**Run 1: supply network**

Bar = 20 um. Pins as bars on the die edge.
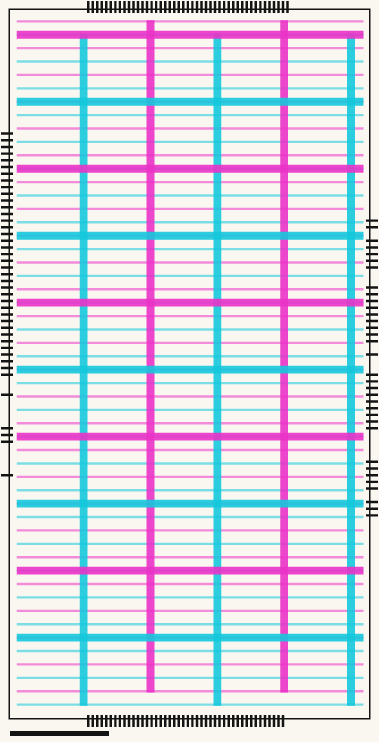
**Run 1: M2 wires**

Bar = 20 um.
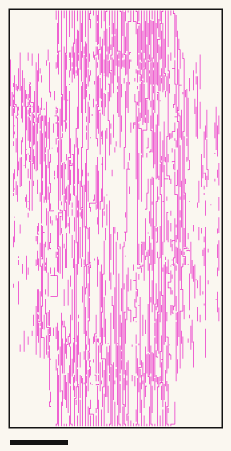
**Run 1: clock nets**

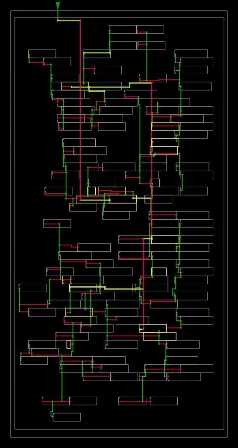
$ cat src/rtl/writeback_arbiter_pkg.sv
// writeback_arbiter_pkg
// Shared definitions for the register-file write-port arbiter and its link FIFO.
//   REG_LINK   : architectural link register (R14) written by BL
//   STARVE_W   : width of the starvation counter (saturates at all-ones)
//   src_e      : which requester owns the write port in a given cycle
package writeback_arbiter_pkg;

  localparam logic [3:0] REG_LINK = 4'd14;
  localparam int         STARVE_W = 4;
  localparam logic [STARVE_W-1:0] STARVE_MAX = '1;

  typedef enum logic [1:0] {
    SRC_NONE,
    SRC_WB,
    SRC_LINK,
    SRC_MC
  } src_e;

endpackage

$ cat src/rtl/writeback_arbiter_link_fifo.sv
// link_fifo
// Small circular FIFO holding BL return addresses waiting for the R14 write.
// Ports:
//   clk, rst         : rising-edge clock, asynchronous active-low reset
//   push_i, data_i   : enqueue data_i (ignored when full, unless flushing)
//   pop_i            : drop the head entry (ignored when empty)
//   flush_i          : discard every queued entry; a push in the same cycle
//                      lands in the freshly emptied queue
//   head_o           : oldest entry
//   count_o          : number of valid entries
//   empty_o, full_o  : occupancy flags
module link_fifo #(
  parameter int DEPTH = 2,
  localparam int CNT_W = $clog2(DEPTH + 1)
) (
  input  logic             clk,
  input  logic             rst,
  input  logic             push_i,
  input  logic             pop_i,
  input  logic             flush_i,
  input  logic [31:0]      data_i,
  output logic [31:0]      head_o,
  output logic [CNT_W-1:0] count_o,
  output logic             empty_o,
  output logic             full_o
);

  localparam int PTR_W = (DEPTH > 1) ? $clog2(DEPTH) : 1;

  logic [31:0]      mem_q [DEPTH];
  logic [PTR_W-1:0] rdPtr_q, rdPtr_d;
  logic [PTR_W-1:0] wrPtr_q, wrPtr_d;
  logic [CNT_W-1:0] count_q, count_d;
  logic [PTR_W-1:0] writeAddr;
  logic             doWrite;

  // Pointers wrap at DEPTH, which need not be a power of two.
  function automatic logic [PTR_W-1:0] nextPtr(input logic [PTR_W-1:0] ptr);
    if (ptr == PTR_W'(DEPTH - 1)) begin
      return '0;
    end
    return ptr + 1'b1;
  endfunction

  assign empty_o = (count_q == '0);
  assign full_o  = (count_q == CNT_W'(DEPTH));
  assign head_o  = mem_q[rdPtr_q];
  assign count_o = count_q;

  // Pointer/count update. A flush restarts both pointers at slot 0 so a
  // simultaneous push becomes the sole entry.
  always_comb begin
    rdPtr_d   = rdPtr_q;
    wrPtr_d   = wrPtr_q;
    count_d   = count_q;
    writeAddr = wrPtr_q;
    doWrite   = 1'b0;
    if (flush_i) begin
      rdPtr_d   = '0;
      wrPtr_d   = '0;
      count_d   = '0;
      writeAddr = '0;
      if (push_i) begin
        doWrite = 1'b1;
        wrPtr_d = nextPtr('0);
        count_d = CNT_W'(1);
      end
    end else begin
      if (pop_i && !empty_o) begin
        rdPtr_d = nextPtr(rdPtr_q);
      end
      if (push_i && !full_o) begin
        doWrite = 1'b1;
        wrPtr_d = nextPtr(wrPtr_q);
      end
      count_d = count_q + CNT_W'(doWrite) - CNT_W'(pop_i && !empty_o);
    end
  end

  always_ff @(posedge clk or negedge rst) begin
    if (!rst) begin
      rdPtr_q <= '0;
      wrPtr_q <= '0;
      count_q <= '0;
    end else begin
      rdPtr_q <= rdPtr_d;
      wrPtr_q <= wrPtr_d;
      count_q <= count_d;
    end
  end

  // Storage needs no reset: entries are only read while counted as valid.
  always_ff @(posedge clk) begin
    if (doWrite) begin
      mem_q[writeAddr] <= data_i;
    end
  end

endmodule

$ cat src/rtl/writeback_arbiter.sv
// writeback_arbiter
// Sole owner of the register file's write port. Each cycle it grants at most
// one of: pipeline write-back, queued BL link write, multi-cycle unit result,
// and registers the winner onto writeBackEn/Dest_wb/Result_WB.
// Ports:
//   clk, rst                    : rising-edge clock, asynchronous active-low reset
//   wb_en/wb_dest/wb_value      : pipeline write-back (always granted)
//   link_req/link_pc            : BL retiring, queue link_pc for R14
//   link_ready                  : link queue can accept another entry
//   mc_valid/mc_dest/mc_value   : multi-cycle result, held until mc_ready
//   mc_ready                    : multi-cycle result accepted or discarded
//   writeBackEn/Dest_wb/Result_WB : registered register-file write
//   pending_mask                : registers with a write still waiting
//   stall_req                   : ask the pipeline for a bubble
module writeback_arbiter
  import writeback_arbiter_pkg::*;
#(
  parameter int LINK_DEPTH   = 2,
  parameter int STARVE_LIMIT = 4
) (
  input  logic        clk,
  input  logic        rst,
  input  logic        wb_en,
  input  logic [3:0]  wb_dest,
  input  logic [31:0] wb_value,
  input  logic        link_req,
  input  logic [31:0] link_pc,
  output logic        link_ready,
  input  logic        mc_valid,
  input  logic [3:0]  mc_dest,
  input  logic [31:0] mc_value,
  output logic        mc_ready,
  output logic        writeBackEn,
  output logic [3:0]  Dest_wb,
  output logic [31:0] Result_WB,
  output logic [15:0] pending_mask,
  output logic        stall_req
);

  localparam int CNT_W = $clog2(LINK_DEPTH + 1);

  logic [31:0]         fifoHead;
  logic [CNT_W-1:0]    fifoCount;
  logic                fifoEmpty;
  logic                fifoFull;
  logic                linkPush;
  logic                linkPop;
  logic                linkFlush;
  logic                mcDiscard;
  logic                waiting;
  src_e                src;

  logic [STARVE_W-1:0] starveCnt_q, starveCnt_d;
  logic                wbEn_q, wbEn_d;
  logic [3:0]          dest_q, dest_d;
  logic [31:0]         result_q, result_d;

  link_fifo #(
    .DEPTH (LINK_DEPTH)
  ) u_link_fifo (
    .clk     (clk),
    .rst     (rst),
    .push_i  (linkPush),
    .pop_i   (linkPop),
    .flush_i (linkFlush),
    .data_i  (link_pc),
    .head_o  (fifoHead),
    .count_o (fifoCount),
    .empty_o (fifoEmpty),
    .full_o  (fifoFull)
  );

  // Fixed-priority grant. The FIFO head is only eligible once it is already
  // registered, so a link pushed this cycle cannot be written this cycle.
  // Nothing is granted while reset is held.
  always_comb begin
    src = SRC_NONE;
    if (rst) begin
      if (wb_en) begin
        src = SRC_WB;
      end else if (!fifoEmpty) begin
        src = SRC_LINK;
      end else if (mc_valid) begin
        src = SRC_MC;
      end
    end
  end

  // A pipeline write to the same register is younger than the pending
  // multi-cycle result, so that result is acknowledged and dropped. Likewise
  // a pipeline write to R14 makes every queued link write stale.
  assign mcDiscard  = rst && mc_valid && wb_en && (mc_dest == wb_dest);
  assign mc_ready   = (src == SRC_MC) || mcDiscard;
  assign linkFlush  = (src == SRC_WB) && (wb_dest == REG_LINK);
  assign linkPop    = (src == SRC_LINK);
  assign link_ready = (fifoCount < CNT_W'(LINK_DEPTH));
  assign linkPush   = rst && link_req && !fifoFull;

  // Starvation counter: counts consecutive cycles in which the pipeline took
  // the port while a link or multi-cycle write was waiting.
  assign waiting = !fifoEmpty || mc_valid;

  always_comb begin
    starveCnt_d = '0;
    if ((src == SRC_WB) && waiting) begin
      starveCnt_d = (starveCnt_q == STARVE_MAX) ? STARVE_MAX : starveCnt_q + 1'b1;
    end
  end

  assign stall_req = (starveCnt_q >= STARVE_W'(STARVE_LIMIT)) || !link_ready;

  // Pending-destination mask for the hazard unit.
  always_comb begin
    pending_mask = '0;
    if (rst) begin
      pending_mask[REG_LINK] = !fifoEmpty;
      if (mc_valid) begin
        pending_mask[mc_dest] = 1'b1;
      end
    end
  end

  // Write-port mux. Address and data hold their last value when idle.
  always_comb begin
    wbEn_d   = (src != SRC_NONE);
    dest_d   = dest_q;
    result_d = result_q;
    case (src)
      SRC_WB: begin
        dest_d   = wb_dest;
        result_d = wb_value;
      end
      SRC_LINK: begin
        dest_d   = REG_LINK;
        result_d = fifoHead;
      end
      SRC_MC: begin
        dest_d   = mc_dest;
        result_d = mc_value;
      end
      default: ;
    endcase
  end

  always_ff @(posedge clk or negedge rst) begin
    if (!rst) begin
      starveCnt_q <= '0;
      wbEn_q      <= 1'b0;
      dest_q      <= '0;
      result_q    <= '0;
    end else begin
      starveCnt_q <= starveCnt_d;
      wbEn_q      <= wbEn_d;
      dest_q      <= dest_d;
      result_q    <= result_d;
    end
  end

  assign writeBackEn = wbEn_q;
  assign Dest_wb     = dest_q;
  assign Result_WB   = result_q;

endmodule
$ cat config.mk
export PLATFORM = sky130hd
export DESIGN_NAME = writeback_arbiter
export DESIGN_NICKNAME = d
export VERILOG_FILES = /design/src/rtl/writeback_arbiter_pkg.sv /design/src/rtl/writeback_arbiter_link_fifo.sv /design/src/rtl/writeback_arbiter.sv
export SDC_FILE = /design/constraint.sdc
export NUM_CORES = 1
export LEC_CHECK = 0
export CAP_MARGIN = 20
export CORE_ASPECT_RATIO = 2
export CORE_UTILIZATION = 49
export CTS_CLUSTER_DIAMETER = 100
export DETAILED_ROUTE_END_ITERATION = 7
export GPL_ROUTABILITY_DRIVEN = 1
export HOLD_SLACK_MARGIN = 0.08
export PLACE_DENSITY = 0.85
export REMOVE_ABC_BUFFERS = 1
export SYNTH_ARGS = -nofsm -noshare
export SYNTH_HDL_FRONTEND = slang
export SYNTH_SLANG_ARGS = --single-unit
$ cat constraint.sdc
create_clock -name clk -period 6.2 [get_ports clk]
set_input_delay 1.55 -clock clk [delete_from_list [all_inputs] [get_ports clk]]
set_output_delay 1.55 -clock clk [all_outputs]
set_load 0.01 [all_outputs]
==> ci_impl_report.md, run 1 <==
## Implementation flow summary

| Metric | Value |
|---|---|
| Fin Hold WS | 503 ps |
| Num ports | 165 |
| Hold depth | 2 |
| R2R Path Start | u_link_fifo.count_o[1]$_DFF_PN0_ |
| Post-Syn Instances | 398 |
| Gate power share | 30.4% |
| Fin area | 0.00691 mm^2 |
| Clock-cell share of area | ~4.7% |
| Number of DRC markers in iteration 0 | ~240 |
| Slew HR | 26.5% |
| Synth logic family | AND-OR/OR-AND gates |
| Clock Pin Slew Worst Setup and Hold Paths | 60 ps |
| Yosys reg bits | 109 |
| Maximum clock frequency | 0.191 GHz |
| Fill count | 686 |
| Compound Share, Synth | 15.9% |
| Die area | between 0.01 and 0.015 mm^2 |
| Fraction of area in registers | 44.1% |
| Total of max-cap violations | 0 |
| Combinational Area | between 0.0015 and 0.002 mm^2 |
| Setup TNS | 0 ps |
| Yosys adder share | 0.763% |
| Critical path endpoint category | output port |
| CP startpoint kind | input port |
| Leak | about 2.5 nW |
| Sequential power share | 43.4% |
| R2R Path End | Result_WB[0]$_DFFE_PN0P_ |
| Cts hold-fix bufs | 0 |
| Most instantiated cells after synthesis | 64 x edfxtp_1, 51 x nor2_1, 45 x dfrtp_1 |
| WP depth | 5 |
| First drt pass iteration count | 5 |
| Worst setup path endpoint | pending_mask[14] |
| Fin nets | ~660 |
| Sequential cells | 109 |
| CP Launch Point | rst |
| Die extent in x | 72.9 um |
| Vias in the first global route | 4100 |
| Cell count in the Yosys report | 398 |
| Biggest register | u_link_fifo.mem_q |
| Met3 usage | 3.86% |
| Buf/Inv on CP | 3 |
| Pint | approximately 0.0016 W |
| Placed cell area | 0.00659 mm^2 |
| Cell Type Count | 31 |
| NonClk Buf Share | ~24% |
| Setup Crit Path Kind | input port to output port |
| Worst Hold Launch | Dest_wb[3]$_DFFE_PN0P_ |
| Top power group | sequential cells |
| Setup bufs post-CTS | 0 |
| Comb gates | between 200 and 250 |
| Xor/xnor share | 1.25% |
| Largest register FFs | around 64 |
| Comb pwr | between 0.0006 and 0.0007 W |
| Synth Area in Simple Gates | 8.11% |
| Syn. warnings | 0 |
| Clock tree buffer depth | 2 |
| Yosys Chip Area | 0.00492 mm^2 |
| HP Class | register to register |
| Final ANT Viol Nets | 0 |
| Cell taking the most area after synthesis | edfxtp_1 |
| Worst vdd ir | 0.225 mV |
| Mux area share | 7.55% |
| Critical Path RT | between 4000 and 5000 ps |
| DRC | 0 |
| Combinational fraction of the cell area | 24.4% |
| WHS Endpoint | Dest_wb[3]$_DFFE_PN0P_ |
| Synth Cell Area | ~0.0049 mm^2 |
| Clk pwr share | 26.2% |
| Top cell family by delay on the critical path | buffers and inverters |
| Initial antenna violation count | 0 |
| Finish-stage setup viols | 0 |
| Avg Cell Area, Syn | 12.4 um^2 |
| Sequence of cells on the critical path | buf_2 > buf_4 > nand4_1 > o21ai_0 > clkdlybuf4s50_1 |
| First-pass GRT wire length | 20.1 mm |
| Worst-Margin Slew | around 1100 ps |
| WL per Instance | roughly 20 um |
| Std-Cell Core Area | 0.00976 mm^2 |
| Status | completed |
Back to the opening pictures, 'supply network':
[VDD] magenta
[VSS] cyan
rows: 51
met4 straps: 5
signal pins: 165
met5 straps: 10
met1 rails: 52

Back to the opening pictures, 'M2 wires':
wire length on this layer: 7640 um
share of all routed wire: 57%
nets with wire on the layer: 589

Back to the opening pictures, 'clock nets':
Clock buffer cells: 12
skew final: 7.20 ps
number of buffers created by CTS: 9
clock sinks: 109

**Run 1: signal wires by layer**

Bar = 20 um. Two of the layers only.
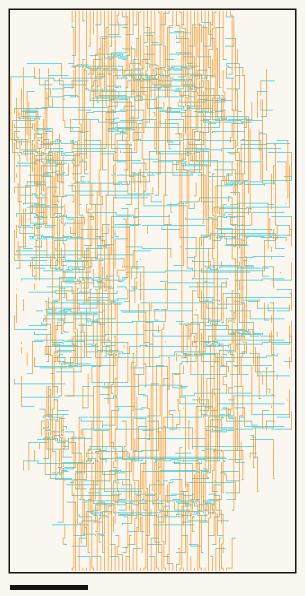

==> run 1 -> run 2 <==
CORE_UTILIZATION = 41   (was 49)
PLACE_DENSITY = 0.76   (was 0.85)
clock period = 4.4 ns   (was 6.2 ns; I/O delays follow)
**Run 2: signal wires by layer**

Bar = 20 um. Two of the layers only.
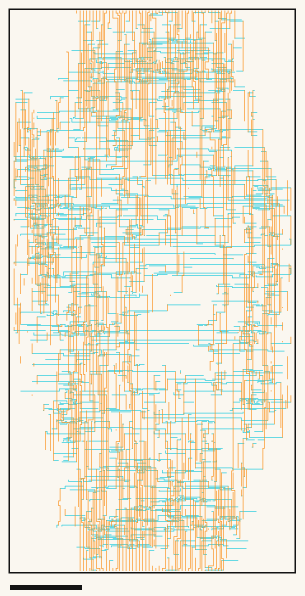
[metal 1] cyan | wire length: 5190 um
[metal 2] orange | wire length: 8150 um

==> ci_impl_report.md, run 2 <==
## Implementation flow summary

| Metric | Value |
|---|---|
| Status | completed |
| CP startpoint kind | input port |
| HP Class | register to register |
| Number of buffers created by CTS | 9 (unchanged) |
| R2R Path Start | u_link_fifo.count_o[0]$_DFF_PN0_ |
| Sequential power share | 43.3% (about the same) |
| Critical Path RT | 3300 ps (-1350 ps) |
| Number of non-filler instances in the completed layout | around 700 |
| Inst Count DP | ~700 |
| Yosys Chip Area | 0.00492 mm^2 (unchanged) |
| Fill count | 960 (+40%) |
| Worst Hold Launch | Dest_wb[2]$_DFFE_PN0P_ |
| Pre-CTS setup slack | around 420 ps |
| Rows | between 50 and 60 |
| Setup Crit Path Kind | input port to output port |
| Setup bufs post-CTS | 0 (unchanged) |
| Worst setup path endpoint | pending_mask[1] |
| Most frequent logic cells in the routed design | 161 x clkdlybuf4s50_1, 64 x edfxtp_1, 51 x nor2_1 |
| Comb pwr | 0.000997 W (+44%) |
| Fin Hold WS | 496 ps (-7.33 ps) |
| Cts hold-fix bufs | 0 (unchanged) |
| Std-Cell Core Area | 0.0117 mm^2 (+20%) |
| Combinational fraction of the cell area | 24.1% (-0.22 points) |
| Via Count | 4016 |
| Commonest Layout Cell | clkdlybuf4s50_1 |
| Yosys adder share | 0.763% (unchanged) |
| Die area | 0.0125 mm^2 (+19%) |
| OpenROAD warning count | 25 |
| CP Launch Point | mc_dest[0] |
| Count of library flops with an enable pin | 64 |
| Late-Pin Clk Latency | 340 ps |
| Synth top area share | 39.0% |
| Num ports | 165 (unchanged) |
| Post-route minimum period | 3990 ps |
| Top cell family by delay on the critical path | buffers and inverters |
| Clk pwr share | 25.8% (-0.4 points) |
| GRT Overall Usage | 23.8% |
| Xor/xnor share | 1.25% (unchanged) |
| Mux area share | 7.55% (unchanged) |
| Syn. warnings | 0 (unchanged) |
| Total power | 0.00323 W |
| Post_cts resized | 0 |
| Cell taking the most area after synthesis | edfxtp_1 |
| Cell count in the Yosys report | 398 (unchanged) |
| Comb gates | 248 (unchanged) |
| Total of max-cap violations | 0 (unchanged) |
| Switch share | between 20% and 30% |
| Die y size | 157 um |
| Post-Syn Instances | 398 (unchanged) |
| Avg Cell Area, Syn | 12.4 um^2 (unchanged) |
| Most instantiated cells after synthesis | 64 x edfxtp_1, 51 x nor2_1, 45 x dfrtp_1 |
| Top power group | sequential cells |
| Die extent in x | 79.5 um (+9.1%) |
| Synth logic family | AND-OR/OR-AND gates |
| First-pass GRT wire length | 21.9 mm (+8.9%) |
| Largest register FFs | 64 (unchanged) |
| Met3 usage | 3.07% (-0.78 points) |
| WHS Endpoint | Dest_wb[2]$_DFFE_PN0P_ |
| Placed cell area | 0.00666 mm^2 (+1.1%) |
| Worst vdd ir | 0.245 mV (+8.9%) |
| WL per Instance | 20.8 um (+6.0%) |
| NonClk Buf Share | 24.7% (+0.61 points) |
| Leak | 2.49 nW (+1.2%) |
| Register share after synthesis | 61.9% |
| Slew HR | 46.2% (+20 points) |
| Biggest register | u_link_fifo.mem_q |
| WP depth | 5 (unchanged) |
| Setup TNS | 0 ps (unchanged) |
| Hold depth | 2 (unchanged) |
| Ys async rst share | 41.3% |
| Cell mode on critical path | clkdlybuf4s50_1 |
| Post-DP HPWL | 10.1 mm |
| Inverters | 7 |
| Combinational Area | 0.00168 mm^2 (unchanged) |
| Vias in the first global route | 4423 (+7.9%) |
| Clock Pin Slew Worst Setup and Hold Paths | 70 ps (about the same) |
| Clock tree buffer depth | 2 (unchanged) |
| Clock-cell share of area | 4.38% (-0.28 points) |
| Met2 usage | 44.6% |
| Compound Share, Synth | 15.9% (unchanged) |
| Routed WL | 14.6 mm |
| Finish-stage setup viols | 0 (unchanged) |
| Slowest stage delay, CP | 560 ps |
| Skew final | 8.21 ps (+1.01 ps) |
| Setup ws final | 410 ps |
| CTS tree | built |
| Number of port buffers | 164 |
| Sequential cells | 109 (unchanged) |
| Count of non-CTS buffers in the layout | 175 |
| Period utilisation layout | 90.7% |
| Yosys top cell by instances | edfxtp_1 |
| H-tree depth | 3 |
| Fin area | 0.00697 mm^2 (+0.91%) |
| Critical path endpoint category | output port |
| Fin nets | 662 (+0.91%) |
| Cell Type Count | 31 (unchanged) |
| Initial antenna violation count | 1 (+1) |
| Met3 WL post-DR | a little under 600 um |
| Clock buffer cells | 10 (-2) |
| Sequence of cells on the critical path | clkdlybuf4s50_1 > inv_1 > or3_1 > nor3_1 > clkdlybuf4s50_1 |
| Clock sinks | 109 (unchanged) |
| DRC | 0 (unchanged) |
| Power per Cell Area | 463 mW/mm^2 |
| Max layer used | met4 |
| Final ANT Viol Nets | 0 (unchanged) |
| Fraction of area in registers | 43.7% (-0.40 points) |
| Maximum clock frequency | 0.251 GHz |
| Pint | 0.00227 W (+42%) |
| R2R Path End | u_link_fifo.mem_q[1][27]$_DFFE_PP_ |
| Metal-1 WL | 5.19 mm |
| Synth Area in Simple Gates | 8.11% (unchanged) |
| First drt pass iteration count | 4 (-1) |
| Finished Core Util | between 50% and 60% |
| Buf/Inv on CP | 3 (unchanged) |
| Worst-Margin Slew | 807 ps (-291 ps) |
| Synth Cell Area | 0.00492 mm^2 (unchanged) |
| Worst path arrival time | 2890 ps |
| Gate power share | 30.9% (+0.5 points) |
| Area growth from synthesis to layout | 41.7% |
| Yosys reg bits | 109 (unchanged) |
| Number of DRC markers in iteration 0 | 253 (+7.2%) |
==> run 2 -> run 3 <==
SKIP_LAST_GASP = 1   (was default)
**Run 3: M3 wires**

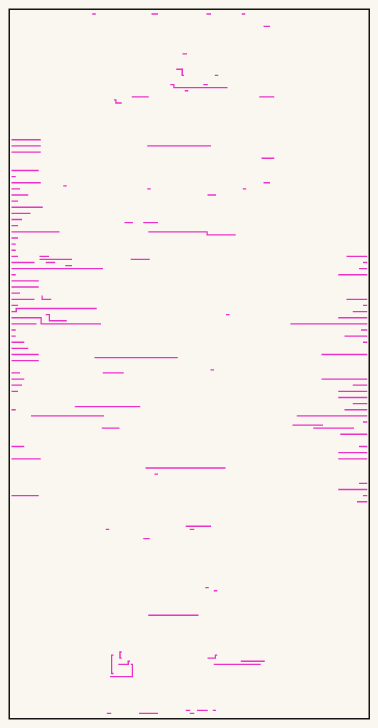
nets with wire on the layer: 105
share of all routed wire: 4.0%
main direction: horizontal

==> ci_impl_report.md, run 3 <==
## Implementation flow summary

| Metric | Value |
|---|---|
| Yosys Chip Area | 0.00492 mm^2 (unchanged) |
| Synth logic family | AND-OR/OR-AND gates |
| Worst vdd ir | 0.245 mV (unchanged) |
| Setup bufs post-CTS | 0 (unchanged) |
| Gate power share | 30.9% (about the same) |
| Slew HR | 46.2% (unchanged) |
| Cell taking the most area after synthesis | edfxtp_1 |
| HP Class | register to register |
| Yosys adder share | 0.763% (unchanged) |
| First-pass GRT wire length | 21.9 mm (unchanged) |
| Init Core Util | between 40% and 50% |
| Ys async rst share | 41.3% (unchanged) |
| Most instantiated cells after synthesis | 64 x edfxtp_1, 51 x nor2_1, 45 x dfrtp_1 |
| Setup ws final | 410 ps (unchanged) |
| Post-DP HPWL | 10.1 mm (unchanged) |
| Count of non-CTS buffers in the layout | 175 (unchanged) |
| Yosys reg bits | 109 (unchanged) |
| Fin area | 0.00697 mm^2 (unchanged) |
| Via Count | 4016 (unchanged) |
| Initial antenna violation count | 1 (unchanged) |
| Compound Share, Synth | 15.9% (unchanged) |
| WP depth | 5 (unchanged) |
| Slowest stage delay, CP | 560 ps (about the same) |
| Finish-stage setup viols | 0 (unchanged) |
| Most frequent logic cells in the routed design | 161 x clkdlybuf4s50_1, 64 x edfxtp_1, 51 x nor2_1 |
| First drt pass iteration count | 4 (unchanged) |
| Status | completed |
| Cts hold-fix bufs | 0 (unchanged) |
| Met3 usage | 3.07% (unchanged) |
| CTS tree | built |
| Xor/xnor share | 1.25% (unchanged) |
| Diodes inserted | 2 |
| Number of DRC markers in iteration 0 | 253 (unchanged) |
| Die extent in x | 79.5 um (unchanged) |
| Comb gates | 248 (unchanged) |
| Power per Cell Area | 463 mW/mm^2 (unchanged) |
| Inverters | 7 (unchanged) |
| Area growth from synthesis to layout | 41.7% (unchanged) |
| Worst Hold Launch | Dest_wb[2]$_DFFE_PN0P_ |
| Sequential cells | 109 (unchanged) |
| P_sw | 0.000954 W |
| Metal-1 WL | 5.19 mm (unchanged) |
| Fraction of area in registers | 43.7% (unchanged) |
| R2R Path Start | u_link_fifo.count_o[0]$_DFF_PN0_ |
| H-tree depth | 3 (unchanged) |
| Synth Cell Area | 0.00492 mm^2 (unchanged) |
| Largest register FFs | 64 (unchanged) |
| Syn. warnings | 0 (unchanged) |
| Worst setup path endpoint | pending_mask[1] |
| Hold depth | 2 (unchanged) |
| Top power group | sequential cells |
| M1 GR Usage | 24.2% |
| Number of buffers created by CTS | 9 (unchanged) |
| Clock sinks | 109 (unchanged) |
| Number of port buffers | 164 (unchanged) |
| Buf/Inv on CP | 3 (unchanged) |
| Clock Pin Slew Worst Setup and Hold Paths | 70 ps (about the same) |
| Placed cell area | 0.00666 mm^2 (unchanged) |
| Skew final | 8.21 ps (unchanged) |
| Register share after synthesis | 61.9% (unchanged) |
| Post-Syn Instances | 398 (unchanged) |
| Maximum clock frequency | 0.251 GHz (unchanged) |
| Sequence of cells on the critical path | clkdlybuf4s50_1 > inv_1 > or3_1 > nor3_1 > clkdlybuf4s50_1 |
| OpenROAD warning count | 25 (unchanged) |
| Top cell family by delay on the critical path | buffers and inverters |
| Worst-Margin Slew | 807 ps (unchanged) |
| Comb pwr | 0.000997 W (about the same) |
| WL per Instance | 20.8 um (unchanged) |
| CP Launch Point | mc_dest[0] |
| Late-Pin Clk Latency | 340 ps (about the same) |
| Std-Cell Core Area | 0.0117 mm^2 (unchanged) |
| Synth top area share | 39.0% (unchanged) |
| Fin Hold WS | 496 ps (unchanged) |
| Fin nets | 662 (unchanged) |
| NonClk Buf Share | 24.7% (unchanged) |
| Clk pwr share | 25.8% (about the same) |
| Count of library flops with an enable pin | 64 (unchanged) |
| R2R Path End | u_link_fifo.mem_q[1][27]$_DFFE_PP_ |
| Mux area share | 7.55% (unchanged) |
| Synth Area in Simple Gates | 8.11% (unchanged) |
| Setup Crit Path Kind | input port to output port |
| Met2 usage | 44.6% (unchanged) |
| Leak | 2.49 nW (unchanged) |
| Max layer used | met4 |
| Number of non-filler instances in the completed layout | 701 (unchanged) |
| Routability cong. | 0.853 |
| Cell Type Count | 31 (unchanged) |
| Routed WL | 14.6 mm (unchanged) |
| Critical path endpoint category | output port |
| Post-route minimum period | 3990 ps (unchanged) |
| Cell mode on critical path | clkdlybuf4s50_1 |
| DRC | 0 (unchanged) |
| Biggest register | u_link_fifo.mem_q |
| CP startpoint kind | input port |
| Clock buffer cells | 10 (unchanged) |
| Tap cell count | 145 |
| Die area | 0.0125 mm^2 (unchanged) |
| Num ports | 165 (unchanged) |
| Switch share | 29.6% (unchanged) |
| Pint | 0.00227 W (unchanged) |
| Setup TNS | 0 ps (unchanged) |
| Rows | 56 (unchanged) |
| Finished Core Util | 59.6% (unchanged) |
| Sequential power share | 43.3% (about the same) |
| Combinational fraction of the cell area | 24.1% (unchanged) |
| Final ANT Viol Nets | 0 (unchanged) |
| Total power | 0.00323 W (unchanged) |
| Cell count in the Yosys report | 398 (unchanged) |
| Met3 WL post-DR | 584 um (unchanged) |
| Inst Count DP | 684 (unchanged) |
| Clock-cell share of area | 4.38% (unchanged) |
| Fill count | 960 (unchanged) |
| Vias in the first global route | 4423 (unchanged) |
| Critical Path RT | 3300 ps (about the same) |
| Yosys top cell by instances | edfxtp_1 |
| Clock tree buffer depth | 2 (unchanged) |
| WHS Endpoint | Dest_wb[2]$_DFFE_PN0P_ |
| Slowest CP cell | clkdlybuf4s50_1 |
| Pre-CTS setup slack | 418 ps (unchanged) |
| Period utilisation layout | 90.7% (unchanged) |
| Avg Cell Area, Syn | 12.4 um^2 (unchanged) |
| Worst path arrival time | 2890 ps (about the same) |
| Die y size | 157 um (unchanged) |
| Top cells by area | edfxtp_1 39%, dfrtp_1 23%, mux2_2 7.5% |
| Total of max-cap violations | 0 (unchanged) |
| GRT Overall Usage | 23.8% (unchanged) |
| Post_cts resized | 0 (unchanged) |
| Combinational Area | 0.00168 mm^2 (unchanged) |
| Commonest Layout Cell | clkdlybuf4s50_1 |
Power figures rest on the tool's default switching activity, not on a simulated workload.
